**src/rtl/uart_matrix_loader.sv**
```systemverilog
// uart_matrix_loader
//   Turns the uart_rx word stream into matrix-operand packets for the multiplier
//   core. A header word selects LOAD_A, LOAD_B or START. A load collects
//   ROWS*COLS elements into a store-and-forward buffer. Only completed packets
//   become visible on the AXI-Stream side. START waits until the committed data
//   has drained, then issues a one-cycle start_pulse.
//
// Ports
//   clk, rst        clock, synchronous active-high reset
//   s_valid/s_data  one-cycle word strobe and word from uart_rx (no backpressure)
//   m_axis_*        packet output; tuser = 0 for matrix A, 1 for matrix B
//   start_pulse     one cycle: both operands delivered, compute may begin
//   busy            FSM not in IDLE
//   a/b_loaded      operand packet committed, START not yet issued
//   err_*           sticky error flags (overflow, timeout, command)

module uart_matrix_loader #(
  parameter int W_IN           = 24,
  parameter int ROWS           = 2,
  parameter int COLS           = 2,
  parameter int FIFO_DEPTH     = 8,
  parameter int TIMEOUT_CYCLES = 1000
) (
  input  logic            clk,
  input  logic            rst,
  input  logic            s_valid,
  input  logic [W_IN-1:0] s_data,
  output logic            m_axis_tvalid,
  input  logic            m_axis_tready,
  output logic [W_IN-1:0] m_axis_tdata,
  output logic            m_axis_tlast,
  output logic            m_axis_tuser,
  output logic            start_pulse,
  output logic            busy,
  output logic            a_loaded,
  output logic            b_loaded,
  output logic            err_overflow,
  output logic            err_timeout,
  output logic            err_cmd
);

  localparam int N  = ROWS * COLS;
  localparam int AW = $clog2(FIFO_DEPTH);
  localparam int PW = AW + 1;                      // extra bit tells full from empty
  localparam int EW = W_IN + 2;                    // {sel, last, data}
  localparam int CW = $clog2(N + 1);
  localparam int GW = $clog2(TIMEOUT_CYCLES + 1);

  localparam logic [7:0] OP_LOAD_A = 8'h01;
  localparam logic [7:0] OP_LOAD_B = 8'h02;
  localparam logic [7:0] OP_START  = 8'h03;

  typedef enum logic [1:0] {
    S_IDLE,
    S_LOAD,
    S_DRAIN
  } state_t;

  state_t          state;
  logic [PW-1:0]   wr_ptr;
  logic [PW-1:0]   rd_ptr;
  logic [PW-1:0]   commit_ptr;
  logic [CW-1:0]   elem_cnt;
  logic [GW-1:0]   gap_cnt;
  logic            sel;

  logic [EW-1:0]   mem [FIFO_DEPTH];

  logic [7:0]      opcode;
  logic [PW-1:0]   fill;
  logic            full;
  logic            is_last;
  logic            wr_en;
  logic            pop;
  logic [EW-1:0]   rd_entry;

  assign opcode  = s_data[W_IN-1 -: 8];
  // Fill counts uncommitted words too; a pop in the same cycle is not credited.
  assign fill    = wr_ptr - rd_ptr;
  assign full    = (fill == PW'(FIFO_DEPTH));
  assign is_last = (elem_cnt == CW'(N - 1));
  assign wr_en   = (state == S_LOAD) && s_valid && !full;
  assign pop     = m_axis_tvalid && m_axis_tready;

  // First-word-fall-through read side: only committed entries are visible, and
  // an entry below commit_ptr is never overwritten, so the beat stays stable
  // while tready is low.
  assign rd_entry      = mem[rd_ptr[AW-1:0]];
  assign m_axis_tvalid = (rd_ptr != commit_ptr);
  assign m_axis_tdata  = m_axis_tvalid ? rd_entry[W_IN-1:0] : '0;
  assign m_axis_tlast  = m_axis_tvalid & rd_entry[W_IN];
  assign m_axis_tuser  = m_axis_tvalid & rd_entry[W_IN+1];
  assign busy          = (state != S_IDLE);

  // NOTE: storage array has no reset; pointers alone define which entries are
  // meaningful, so resetting the contents would only cost logic.
  always_ff @(posedge clk) begin
    if (wr_en) mem[wr_ptr[AW-1:0]] <= {sel, is_last, s_data};
  end

  // NOTE: all state below uses non-blocking assignments so every register
  // samples pre-edge values regardless of statement order.
  always_ff @(posedge clk) begin
    if (rst) begin
      state        <= S_IDLE;
      wr_ptr       <= '0;
      rd_ptr       <= '0;
      commit_ptr   <= '0;
      elem_cnt     <= '0;
      gap_cnt      <= '0;
      sel          <= 1'b0;
      start_pulse  <= 1'b0;
      a_loaded     <= 1'b0;
      b_loaded     <= 1'b0;
      err_overflow <= 1'b0;
      err_timeout  <= 1'b0;
      err_cmd      <= 1'b0;
    end else begin
      start_pulse <= 1'b0;
      if (pop) rd_ptr <= rd_ptr + PW'(1);

      unique case (state)
        S_IDLE: begin
          if (s_valid) begin
            case (opcode)
              OP_LOAD_A: begin
                state    <= S_LOAD;
                elem_cnt <= '0;
                gap_cnt  <= '0;
                sel      <= 1'b0;
                a_loaded <= 1'b0;
              end
              OP_LOAD_B: begin
                state    <= S_LOAD;
                elem_cnt <= '0;
                gap_cnt  <= '0;
                sel      <= 1'b1;
                b_loaded <= 1'b0;
              end
              OP_START: begin
                if (a_loaded && b_loaded) state <= S_DRAIN;
                else                      err_cmd <= 1'b1;
              end
              default: err_cmd <= 1'b1;
            endcase
          end
        end

        S_LOAD: begin
          if (s_valid) begin
            gap_cnt <= '0;
            if (full) begin
              // Drop the word and abandon the partial packet; committed data
              // is untouched because only wr_ptr rewinds.
              wr_ptr       <= commit_ptr;
              err_overflow <= 1'b1;
              state        <= S_IDLE;
            end else begin
              wr_ptr   <= wr_ptr + PW'(1);
              elem_cnt <= elem_cnt + CW'(1);
              if (is_last) begin
                commit_ptr <= wr_ptr + PW'(1);
                if (sel) b_loaded <= 1'b1;
                else     a_loaded <= 1'b1;
                state <= S_IDLE;
              end
            end
          end else if (gap_cnt == GW'(TIMEOUT_CYCLES - 1)) begin
            wr_ptr      <= commit_ptr;
            err_timeout <= 1'b1;
            state       <= S_IDLE;
          end else begin
            gap_cnt <= gap_cnt + GW'(1);
          end
        end

        S_DRAIN: begin
          if (s_valid) err_cmd <= 1'b1;
          if (rd_ptr == commit_ptr) begin
            start_pulse <= 1'b1;
            a_loaded    <= 1'b0;
            b_loaded    <= 1'b0;
            state       <= S_IDLE;
          end
        end

        default: state <= S_IDLE;
      endcase
    end
  end

endmodule

```
**config.mk**
```make
export PLATFORM = sky130hd
export DESIGN_NAME = uart_matrix_loader
export DESIGN_NICKNAME = d
export VERILOG_FILES = /design/src/rtl/uart_matrix_loader.sv
export SDC_FILE = /design/constraint.sdc
export NUM_CORES = 1
export LEC_CHECK = 0
export CAP_MARGIN = 20
export CELL_PAD_IN_SITES_DETAIL_PLACEMENT = 1
export CELL_PAD_IN_SITES_GLOBAL_PLACEMENT = 1
export CORE_MARGIN = 1
export CORE_UTILIZATION = 50
export DETAILED_ROUTE_END_ITERATION = 10
export PLACE_DENSITY_LB_ADDON = 0.12
export SKIP_LAST_GASP = 1
export SLEW_MARGIN = 20
export SYNTH_ARGS = -nofsm -noshare
export SYNTH_HDL_FRONTEND = slang
export SYNTH_SLANG_ARGS = --single-unit
```
**constraint.sdc**
```tcl
create_clock -name clk -period 7.08 [get_ports clk]
set_input_delay 1.062 -clock clk [delete_from_list [all_inputs] [get_ports clk]]
set_output_delay 1.062 -clock clk [all_outputs]
set_load 0.05 [all_outputs]
```
**Run 1: clock wires, drivers and flops**

Scale: 2 px per µm.
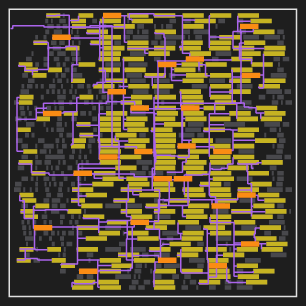
[orange] cells driving clock nets | count: 25
[yellow] flip-flops | count: 245
[purple] clock wires | length: 2830 µm
flops lie: widely spread
routed clock nets: 26

**Run 1: clock wiring as the flow saved it**

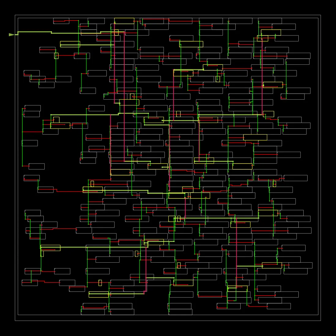
worst skew pair latency: 0.52 ns
flip-flops: 245

==> qor.yml, run 1 <==
synth:
  ys_sh_simple_pct: 5.97
  common_cells: "edfxtp_1 (208), nor2_1 (54), mux4_2 (52)"
  yosys.area_share.aoi_pct: 4.23
  synth.distinct_cells: 55
  ys_sh_xor_pct: 1.49
  numSynthFlops: 245
  yosys.area.top_type: "edfxtp_1"
  syn_area_per_cell_um2: 17.3
  ff_type: "edfxtp_1"
  top_cells_by_area: "edfxtp_1 (63%), mux4_2 (12%), dfxtp_1 (7.5%)"
  ys_sh_mux_pct: 14.8
  fp_nets: 610
  fa_ha_area_share_pct: 1.01
  synthesis.area_mm2: 0.00992
sta:
  hold_viol: 0
  finalCritPeriodShare_pct: 57.9
  slew_headroom_pct: 30.9
  grt_setup_unrepaired: "false"
  hold_ws_ns: 0.472
  setup_tns_ns: 0
  setup_ws_ns: 2.98
  max_freq_mhz: 244
cells_and_area:
  nClkBuffers: 33
  nNonClkInverters: 17
  mostFrequentLayoutCell: "edfxtp_1"
  final_nets: 683
  fin_util_pct: 59.9
  buffers: 73
  antenna_cells: 0
  comb_share_pct: 23.7
  fin_area_mm2: 0.0117
  sh_seq_area_pct: 59.9
  fill_cells: 1730
  comb_area_mm2: 0.00276
  comb_cells: 285
  final_layout_size_suffix_gt1_share_pct: 18.5
  layout_top_cells: "edfxtp_1 (208), clkdlybuf4s50_1 (61), mux4_2 (52), nor2_1 (48), dfxtp_1 (34)"
global_route:
  grt_max_degree: 53
  grt_use_met2_pct: 39.4
  antenna_found_initial: 0
  grt_pass1_wl_mm: 33.0
  grt_pass1_vias: 5831
  grt_usage_pct: 21.8
  grt-ovfl-total: 0
  busiest_layer: "met2"
place:
  post-place-cells: 884
  hpwlAfterDp_mm: 12.7
  port_buffers: 61
drt:
  met2WireLength_mm: 11.3
  drtPass1Iterations: 4
  wl_met3_um: 854
  drc: 0
  drt_iter0_markers: 259
  wl_per_cell_um: 23.0
  wl_met1_mm: 8.77
  vias_per_cell: 5.75
  top_layer_used: "met4"
die:
  floorplanUtilization_pct: 51.0
  core_mm2: 0.0195
  n_tap_cell: 265
  row_count: 51
run:
  maxCapViolations: 0
worst_hold_path:
  whs_endpoint: "elem_cnt[0]"
critical_path:
  cp-end-kind: "primary output"
  critPathMaxFanout: 35
  start_kind: "flip-flop"
  critPathSlowestCell: "clkdlybuf4s50_1"
  crit_chain: "buf_16 > mux4_2 > mux2i_1 > nor2_1 > clkdlybuf4s50_1"
  critPathTopFamily: "buffers and inverters"
  r2r-start: "wr_ptr[2]"
  cp.depth: 5
  worstPathArrival_ns: 3.04
  cpPeakStageDelay_ns: 0.71
  critical_path_class: "flip-flop to primary output"
  critPathRequiredTime_ns: 6.02
  reg2reg_depth: 7
power:
  p_switching_mw: 0.603
  pwr-share-seq_pct: 53.3
  p_clk_share_pct: 43.1
  p_int_mw: 2.36
  swShare_pct: 20.3
cts:
  cts_resized: 0
  cts_tree: "yes"
  hold_buffers: 0
  numCtsBuffers: 25
  cts-root-buf: "clkbuf_16"
  postCtsSetupRepairBufs: 0
  h-tree-depth: 1
run_status:
  outcome: "complete, no violations"
**Run 1: signal wires on met1**

Scale: 2 px per µm. Supply wires on this layer in grey.
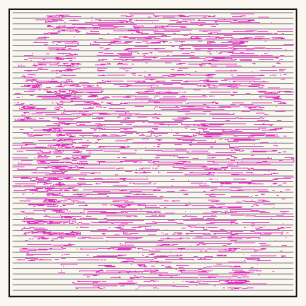
main direction: horizontal
wire length on this layer: 8770 µm
via count: 5346
GR Layer Usage met1: 27.2%
final WL: 21.3 mm

**Run 1: M3 wires**

Scale: 3 px per µm.
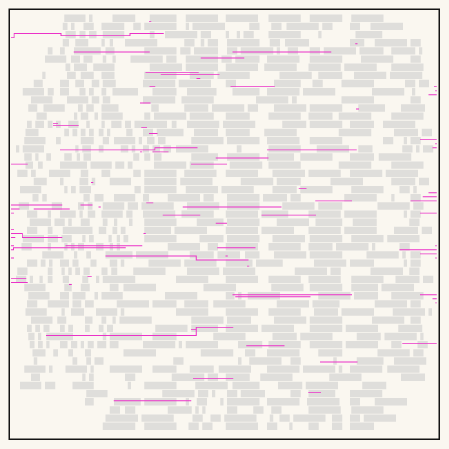
main direction: horizontal
longest straight run: 49.9 µm
share of all routed wire: 4.0%
wire length on this layer: 855 µm
nets with wire on the layer: 50

## run 1: power by group through the flow
stage	clock network [mW]	registers [mW]	logic [mW]
floorplan	0	1.61	0.0585
global placement	0	1.61	0.104
detailed placement	0	1.61	0.109
CTS	1.31	1.58	0.110
global route	1.36	1.58	0.118
finish	1.28	1.58	0.108
## run 1: registers in the layout, summed over array words and instances, names as in the netlist, 2 cells and up, named ones only
name,cells
gap_cnt,10
commit_ptr,4
rd_ptr,4
mem,208
wr_ptr,4
state,2
elem_cnt,3
## run 1: worst max-delay path by stage
stage	start	endpoint	slack [ns]
finish	flip-flop	m_axis_tuser	2.98
global route	flip-flop	m_axis_tuser	2.80
CTS	flip-flop	m_axis_tuser	2.65
detailed placement	s_valid	mem[7][15]	2.89
global placement	s_valid	mem[0][13]	3.14
floorplan	s_valid	mem[0][0]	2.74
==> run 2, diff against run 1 <==
==> constraint.sdc (replaced) <==
create_clock -name clk -period 4.2 [get_ports clk]
set_input_delay 0.63 -clock clk [delete_from_list [all_inputs] [get_ports clk]]
set_output_delay 0.63 -clock clk [all_outputs]
set_load 0.05 [all_outputs]
**Run 2: clock wires, drivers and flops**

Scale: 2 px per µm.
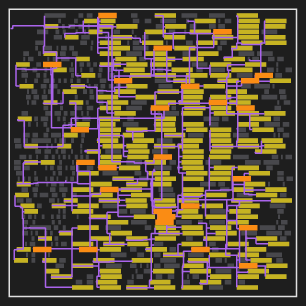
[purple] clock wires | length: 2920 µm
[orange] cells driving clock nets | count: 26
[yellow] flip-flops | count: 245
flops lie: widely spread
skew final: 0.0218 ns
Clock power frac: 45.1%
Clock net power: 2.34 mW

==> qor.yml, run 2 <==
run_status:
  outcome: "complete, no violations"
sta:
  grt_setup_unrepaired: "false"
  finalCritPeriodShare_pct: 87.7
  setup_tns_ns: 0
  setup_ws_ns: 0.517
  hold_ws_ns: 0.478
  max_freq_mhz: 272
drt:
  wl_per_cell_um: 22.8
  drtPass1Iterations: 4
  wl_met3_um: 719
  drt_iter0_markers: 293
  drc: 0
  top_layer_used: "met4"
cts:
  cts-root-buf: "clkbuf_16"
  numCtsBuffers: 26
  clkLatencyLatePin_ns: 0.52
  cts_tree: "yes"
power:
  comb_power_mw: 0.185
  p_int_mw: 4.15
  p_switching_mw: 1.04
  power.group.top: "registers"
  pwr-share-seq_pct: 51.3
synth:
  ff_type: "edfxtp_1"
  fa_ha_area_share_pct: 1.01
  fp_nets: 610
  yosys.area_share.aoi_pct: 4.23
  top_cells_by_area: "edfxtp_1 (63%), mux4_2 (12%), dfxtp_1 (7.5%)"
  syn_area_per_cell_um2: 17.3
  ys_sh_mux_pct: 14.8
  synth.distinct_cells: 55
  ys_sh_xor_pct: 1.49
critical_path:
  critPathTopFamily: "buffers and inverters"
  cp-end-kind: "primary output"
  critPathSlowestCell: "clkdlybuf4s50_1"
  r2r-start: "wr_ptr[2]"
  worstPathArrival_ns: 3.05
  critPathMaxFanout: 24
  critical_path_class: "flip-flop to primary output"
  crit_chain: "buf_4 > mux4_2 > mux2i_1 > nor2_1 > clkdlybuf4s50_1"
global_route:
  grt_usage_pct: 22.0
  grt_max_degree: 32
  grt_pass1_wl_mm: 33.2
  grt_use_met2_pct: 40.4
  busiest_layer: "met2"
  grt-ovfl-total: 0
  antenna_found_initial: 0
cells_and_area:
  final_nets: 689
  layout_top_cells: "edfxtp_1 (208), clkdlybuf4s50_1 (61), mux4_2 (52), nor2_1 (48), dfxtp_1 (34)"
  mostFrequentLayoutCell: "edfxtp_1"
  fin_area_mm2: 0.0118
die:
  floorplanUtilization_pct: 51.0
place:
  hpwlAfterDp_mm: 13.4
run:
  maxCapViolations: 0
**Run 2: signal wires on met1**

Scale: 2 px per µm. Supply wires on this layer in grey.
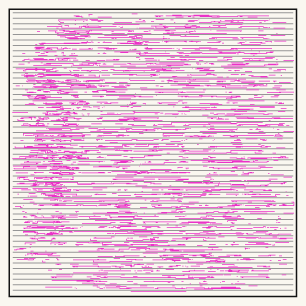
share of all routed wire: 41%
main direction: horizontal
wire length on this layer: 8850 µm
longest straight run: 48.8 µm
nets with wire on the layer: 650
via count: 5330
final WL: 21.4 mm

[run 2: worst min-delay path by stage]
| stage | start | end | depth (start not counted) |
|---|---|---|---|
| floorplan | elem_cnt[0] | elem_cnt[0] | 1 |
| global placement | err_timeout | err_timeout | 2 |
| detailed placement | err_overflow | err_overflow | 2 |
| CTS | err_overflow | err_overflow | 2 |
| global route | err_timeout | err_timeout | 2 |
| finish | err_overflow | err_overflow | 2 |
[run 2: layout make-up]
type                            instances  area (µm²)
Clock buffer                           37         793
Clock inverter                         11         108
Fill cell                            1782        7650
Inverter                               17        63.8
Multi-Input combinational cell        285        2760
Sequential cell                       245        6990
Tap cell                              265         332
Timing Repair Buffer                   78         763
No activity file was given, so power comes from the tool's default toggle rates.
